## src/rtl/operand_fetch_if.sv

```systemverilog
// Request / register-file / write-back snoop / response bundle for operand_fetch.
// The master modport is the surrounding pipeline; the slave modport is the sequencer.
interface operand_fetch_if #(parameter int XLEN = 32);
  logic            req_valid;
  logic            req_ready;
  logic [4:0]      req_rs1;
  logic [4:0]      req_rs2;
  logic [4:0]      rf_readnum;
  logic [XLEN-1:0] rf_data_out;
  logic            wb_write;
  logic [4:0]      wb_writenum;
  logic [XLEN-1:0] wb_data;
  logic            rsp_valid;
  logic            rsp_ready;
  logic [XLEN-1:0] rsp_rs1_val;
  logic [XLEN-1:0] rsp_rs2_val;

  modport master (
    output req_valid, req_rs1, req_rs2, rf_data_out,
    output wb_write, wb_writenum, wb_data, rsp_ready,
    input  req_ready, rf_readnum, rsp_valid, rsp_rs1_val, rsp_rs2_val
  );

  modport slave (
    input  req_valid, req_rs1, req_rs2, rf_data_out,
    input  wb_write, wb_writenum, wb_data, rsp_ready,
    output req_ready, rf_readnum, rsp_valid, rsp_rs1_val, rsp_rs2_val
  );
endinterface

```

## src/rtl/operand_fetch.sv

```systemverilog
// Operand fetch sequencer: reads rs1 then rs2 through one register-file port and holds the pair.
// Write-back forwarding is compiled in with `define OPERAND_FETCH_BYPASS_EN.
module operand_fetch #(
  parameter int XLEN = 32
) (
  input  logic           clk,
  input  logic           rst_n,
  operand_fetch_if.slave bus_io
);

`ifdef OPERAND_FETCH_BYPASS_EN
  localparam bit BypassEn = 1'b1;
`else
  localparam bit BypassEn = 1'b0;
`endif

  typedef enum logic [1:0] {IDLE, READ1, READ2, RESP} state_e;

  state_e          state_q, state_d;
  logic [4:0]      rs1Idx_q, rs1Idx_d;
  logic [4:0]      rs2Idx_q, rs2Idx_d;
  logic [XLEN-1:0] rs1Val_q, rs1Val_d;
  logic [XLEN-1:0] rs2Val_q, rs2Val_d;

  logic active;
  logic clearHit;
  logic byp1Hit;
  logic byp2Hit;

  // A write to x0 clears the whole register file, so every operand we hold goes to zero.
  always_comb begin
    active   = (state_q != IDLE);
    clearHit = active && bus_io.wb_write && (bus_io.wb_writenum == 5'd0);
    byp1Hit  = BypassEn && active && bus_io.wb_write && (bus_io.wb_writenum != 5'd0)
               && (bus_io.wb_writenum == rs1Idx_q);
    byp2Hit  = BypassEn && active && bus_io.wb_write && (bus_io.wb_writenum != 5'd0)
               && (bus_io.wb_writenum == rs2Idx_q);
  end

  always_comb begin
    state_d           = state_q;
    rs1Idx_d          = rs1Idx_q;
    rs2Idx_d          = rs2Idx_q;
    rs1Val_d          = rs1Val_q;
    rs2Val_d          = rs2Val_q;
    bus_io.req_ready  = 1'b0;
    bus_io.rsp_valid  = 1'b0;
    bus_io.rf_readnum = 5'd0;

    if (byp1Hit) rs1Val_d = bus_io.wb_data;
    if (byp2Hit) rs2Val_d = bus_io.wb_data;

    case (state_q)
      IDLE: begin
        bus_io.req_ready = 1'b1;
        if (bus_io.req_valid) begin
          rs1Idx_d = bus_io.req_rs1;
          rs2Idx_d = bus_io.req_rs2;
          state_d  = READ1;
        end
      end
      READ1: begin
        bus_io.rf_readnum = rs1Idx_q;
        if (!byp1Hit) rs1Val_d = (rs1Idx_q == 5'd0) ? '0 : bus_io.rf_data_out;
        state_d = READ2;
      end
      READ2: begin
        bus_io.rf_readnum = rs2Idx_q;
        if (!byp2Hit) rs2Val_d = (rs2Idx_q == 5'd0) ? '0 : bus_io.rf_data_out;
        state_d = RESP;
      end
      RESP: begin
        bus_io.rsp_valid = 1'b1;
        if (bus_io.rsp_ready) state_d = IDLE;
      end
      default: state_d = IDLE;
    endcase

    if (clearHit) begin
      rs1Val_d = '0;
      rs2Val_d = '0;
    end
  end

  always_ff @(posedge clk or negedge rst_n) begin
    if (!rst_n) begin
      state_q  <= IDLE;
      rs1Idx_q <= 5'd0;
      rs2Idx_q <= 5'd0;
      rs1Val_q <= '0;
      rs2Val_q <= '0;
    end else begin
      state_q  <= state_d;
      rs1Idx_q <= rs1Idx_d;
      rs2Idx_q <= rs2Idx_d;
      rs1Val_q <= rs1Val_d;
      rs2Val_q <= rs2Val_d;
    end
  end

  assign bus_io.rsp_rs1_val = rs1Val_q;
  assign bus_io.rsp_rs2_val = rs2Val_q;

endmodule

```

## src/flat_wrapper.sv

```systemverilog
// flat-port wrapper written by rule: the top's interface ports become plain ports
module operand_fetch_flat 
#(
  parameter int XLEN = 32
)
  (clk, rst_n, bus_io_req_valid, bus_io_req_rs1, bus_io_req_rs2, bus_io_rf_data_out, bus_io_wb_write, bus_io_wb_writenum, bus_io_wb_data, bus_io_rsp_ready, bus_io_req_ready, bus_io_rf_readnum, bus_io_rsp_valid, bus_io_rsp_rs1_val, bus_io_rsp_rs2_val);
  operand_fetch_if #(.XLEN(XLEN)) bus_io_i ();
  input  logic clk;
  input  logic rst_n;
  input wire logic [$bits(bus_io_i.req_valid)-1:0] bus_io_req_valid;
  input wire logic [$bits(bus_io_i.req_rs1)-1:0] bus_io_req_rs1;
  input wire logic [$bits(bus_io_i.req_rs2)-1:0] bus_io_req_rs2;
  input wire logic [$bits(bus_io_i.rf_data_out)-1:0] bus_io_rf_data_out;
  input wire logic [$bits(bus_io_i.wb_write)-1:0] bus_io_wb_write;
  input wire logic [$bits(bus_io_i.wb_writenum)-1:0] bus_io_wb_writenum;
  input wire logic [$bits(bus_io_i.wb_data)-1:0] bus_io_wb_data;
  input wire logic [$bits(bus_io_i.rsp_ready)-1:0] bus_io_rsp_ready;
  output wire logic [$bits(bus_io_i.req_ready)-1:0] bus_io_req_ready;
  output wire logic [$bits(bus_io_i.rf_readnum)-1:0] bus_io_rf_readnum;
  output wire logic [$bits(bus_io_i.rsp_valid)-1:0] bus_io_rsp_valid;
  output wire logic [$bits(bus_io_i.rsp_rs1_val)-1:0] bus_io_rsp_rs1_val;
  output wire logic [$bits(bus_io_i.rsp_rs2_val)-1:0] bus_io_rsp_rs2_val;
  assign bus_io_i.req_valid = bus_io_req_valid;
  assign bus_io_i.req_rs1 = bus_io_req_rs1;
  assign bus_io_i.req_rs2 = bus_io_req_rs2;
  assign bus_io_i.rf_data_out = bus_io_rf_data_out;
  assign bus_io_i.wb_write = bus_io_wb_write;
  assign bus_io_i.wb_writenum = bus_io_wb_writenum;
  assign bus_io_i.wb_data = bus_io_wb_data;
  assign bus_io_i.rsp_ready = bus_io_rsp_ready;
  assign bus_io_req_ready = bus_io_i.req_ready;
  assign bus_io_rf_readnum = bus_io_i.rf_readnum;
  assign bus_io_rsp_valid = bus_io_i.rsp_valid;
  assign bus_io_rsp_rs1_val = bus_io_i.rsp_rs1_val;
  assign bus_io_rsp_rs2_val = bus_io_i.rsp_rs2_val;
  operand_fetch #(.XLEN(XLEN)) u_core (.clk(clk), .rst_n(rst_n), .bus_io(bus_io_i));
endmodule
```

## config.mk

```make
export PLATFORM = sky130hd
export DESIGN_NAME = operand_fetch_flat
export DESIGN_NICKNAME = d
export VERILOG_FILES = /design/src/rtl/operand_fetch_if.sv /design/src/rtl/operand_fetch.sv /design/src/flat_wrapper.sv
export SDC_FILE = /design/constraint.sdc
export NUM_CORES = 1
export LEC_CHECK = 0
export ABC_AREA = 1
export CAP_MARGIN = 10
export CORE_MARGIN = 2
export CORE_UTILIZATION = 40
export DETAILED_ROUTE_END_ITERATION = 8
export PLACE_DENSITY = 0.78
export SYNTH_ARGS = -nofsm -noshare
export SYNTH_HDL_FRONTEND = slang
export SYNTH_SLANG_ARGS = --single-unit
```

## constraint.sdc

```tcl
create_clock -name clk -period 2.75 [get_ports clk]
set_clock_uncertainty 0.05 [all_clocks]
set_input_delay 0.55 -clock clk [delete_from_list [all_inputs] [get_ports clk]]
set_output_delay 0.55 -clock clk [all_outputs]
set_load 0.1 [all_outputs]
```

==> flow_metrics.tcl <==
# implementation run metrics
set metrics [dict create \
    status "finished, final reports clean" \
    cts_setup_buffers 0 \
    cts_resized 0 \
    cpMaxStageDelayCell "dfrtp_1" \
    fill_cells 752 \
    nMultiInputCombCells 275 \
    row_count 33 \
    io_buffer_count 122 \
    grt_max_degree 42 \
    detail_route.vias_per_cell 4.874 \
    synth-compound-area-share_pct 1.205 \
    netlist_instances 416 \
    synth.top_cell.area_share_pct 55.49 \
    die-area_um2 9324 \
    instances_no_fill 645 \
    cts-root-buf "clkbuf_8" \
    warnings 62 \
    fp_util_pct 41.50 \
    critPathRequiredTime_ns 2.15 \
    ff_type "dfrtp_1" \
    cts.path.max_buffers 2 \
    nets 623 \
    critPathCaptureType "output pin" \
    comb_area_share_pct 26.41 \
    cp_top_family "flip-flops" \
    grt_pass1_wl_um 14630 \
    grt-busiest-layer "met2" \
    drive_gt1_share_pct 20.37 \
    die_width_um 96.56 \
    final_cell_mix "nand2_1, buf_4, dfrtp_1, nand3_1, clkdlybuf4s50_1" \
    simple_gate_area_share_pct 30.60 \
    wl_met2_um 4543 \
    r2r_cells 8 \
    n_antenna_cell 0 \
    critical_path_buf_inv_count 2 \
    setup-tns-final_ns 0 \
    r2r_slack_ns 0.59 \
    worstSkewPairLatency_ns 0.33 \
    hold_slack_ns 0.1069 \
    synthArstFlopShare_pct 100.0 \
    flops 76 \
    buffers 130 \
    first_pass_iters 6 \
    ant_nets 0 \
    drc 0 \
    ctsHoldBuffers 0 \
    overflow 0 \
    n_clock_buffer 9 \
    netlist_area_um2 3427 \
    die_y_um 96.56 \
    clk_pin_slew_worst_paths_ns 0.08 \
    num_tap_cells 105 \
    preCtsSetupSlack_ns 0.3297 \
]
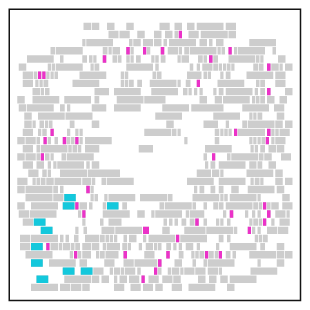
**Above:** gate-type map.
Scale: 3 px per um.
Key: mux cells = cyan [cells 10, where bottom left]; nor cells = magenta [cells 41, where all over the die]

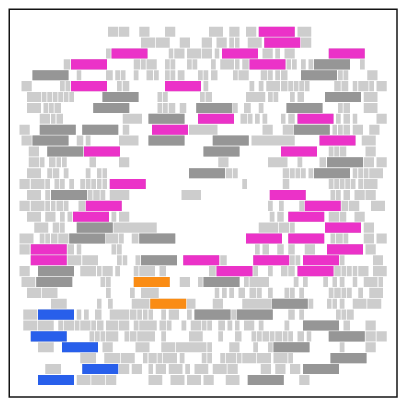
**Above:** where the registers sit.
Scale: 4 px per um.
Key: `u_core.rs2Idx_q` = blue [flops 5, where bottom left]; `u_core.state_q` = orange [flops 2]; `u_core.bus_io.rsp_rs1_val` = magenta [flops 32]
Another 37 sequential cells are not colored.
Final Util: 58.18%
Seq/total area: 39.58%
Reg area: 1902 um^2

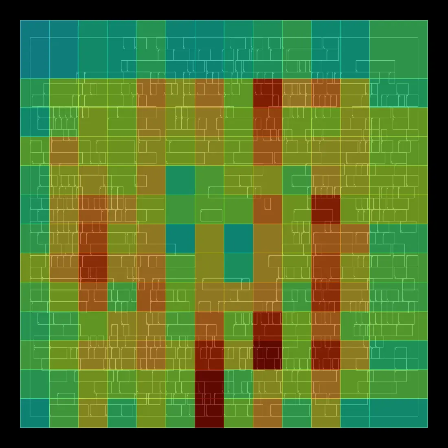
**Above:** track usage over the die.
GR Util met2: 36.00%
WL per Instance: 13.93 um
routing usage on met3: 3.258%
met1 usage: 25.01%
Global Route Usage Sum: 20.47%

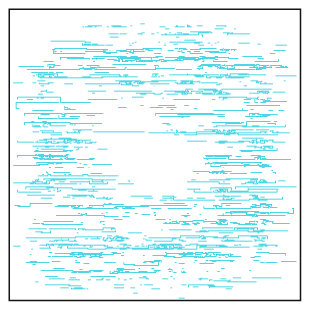
**Above:** metal 1.
Scale: 3 px per um.
The layer holds 43% of the routed length. 494 nets have wire on it. The longest straight run is 20.2 um.
drt total wl: 8987 um
Vias: 3144

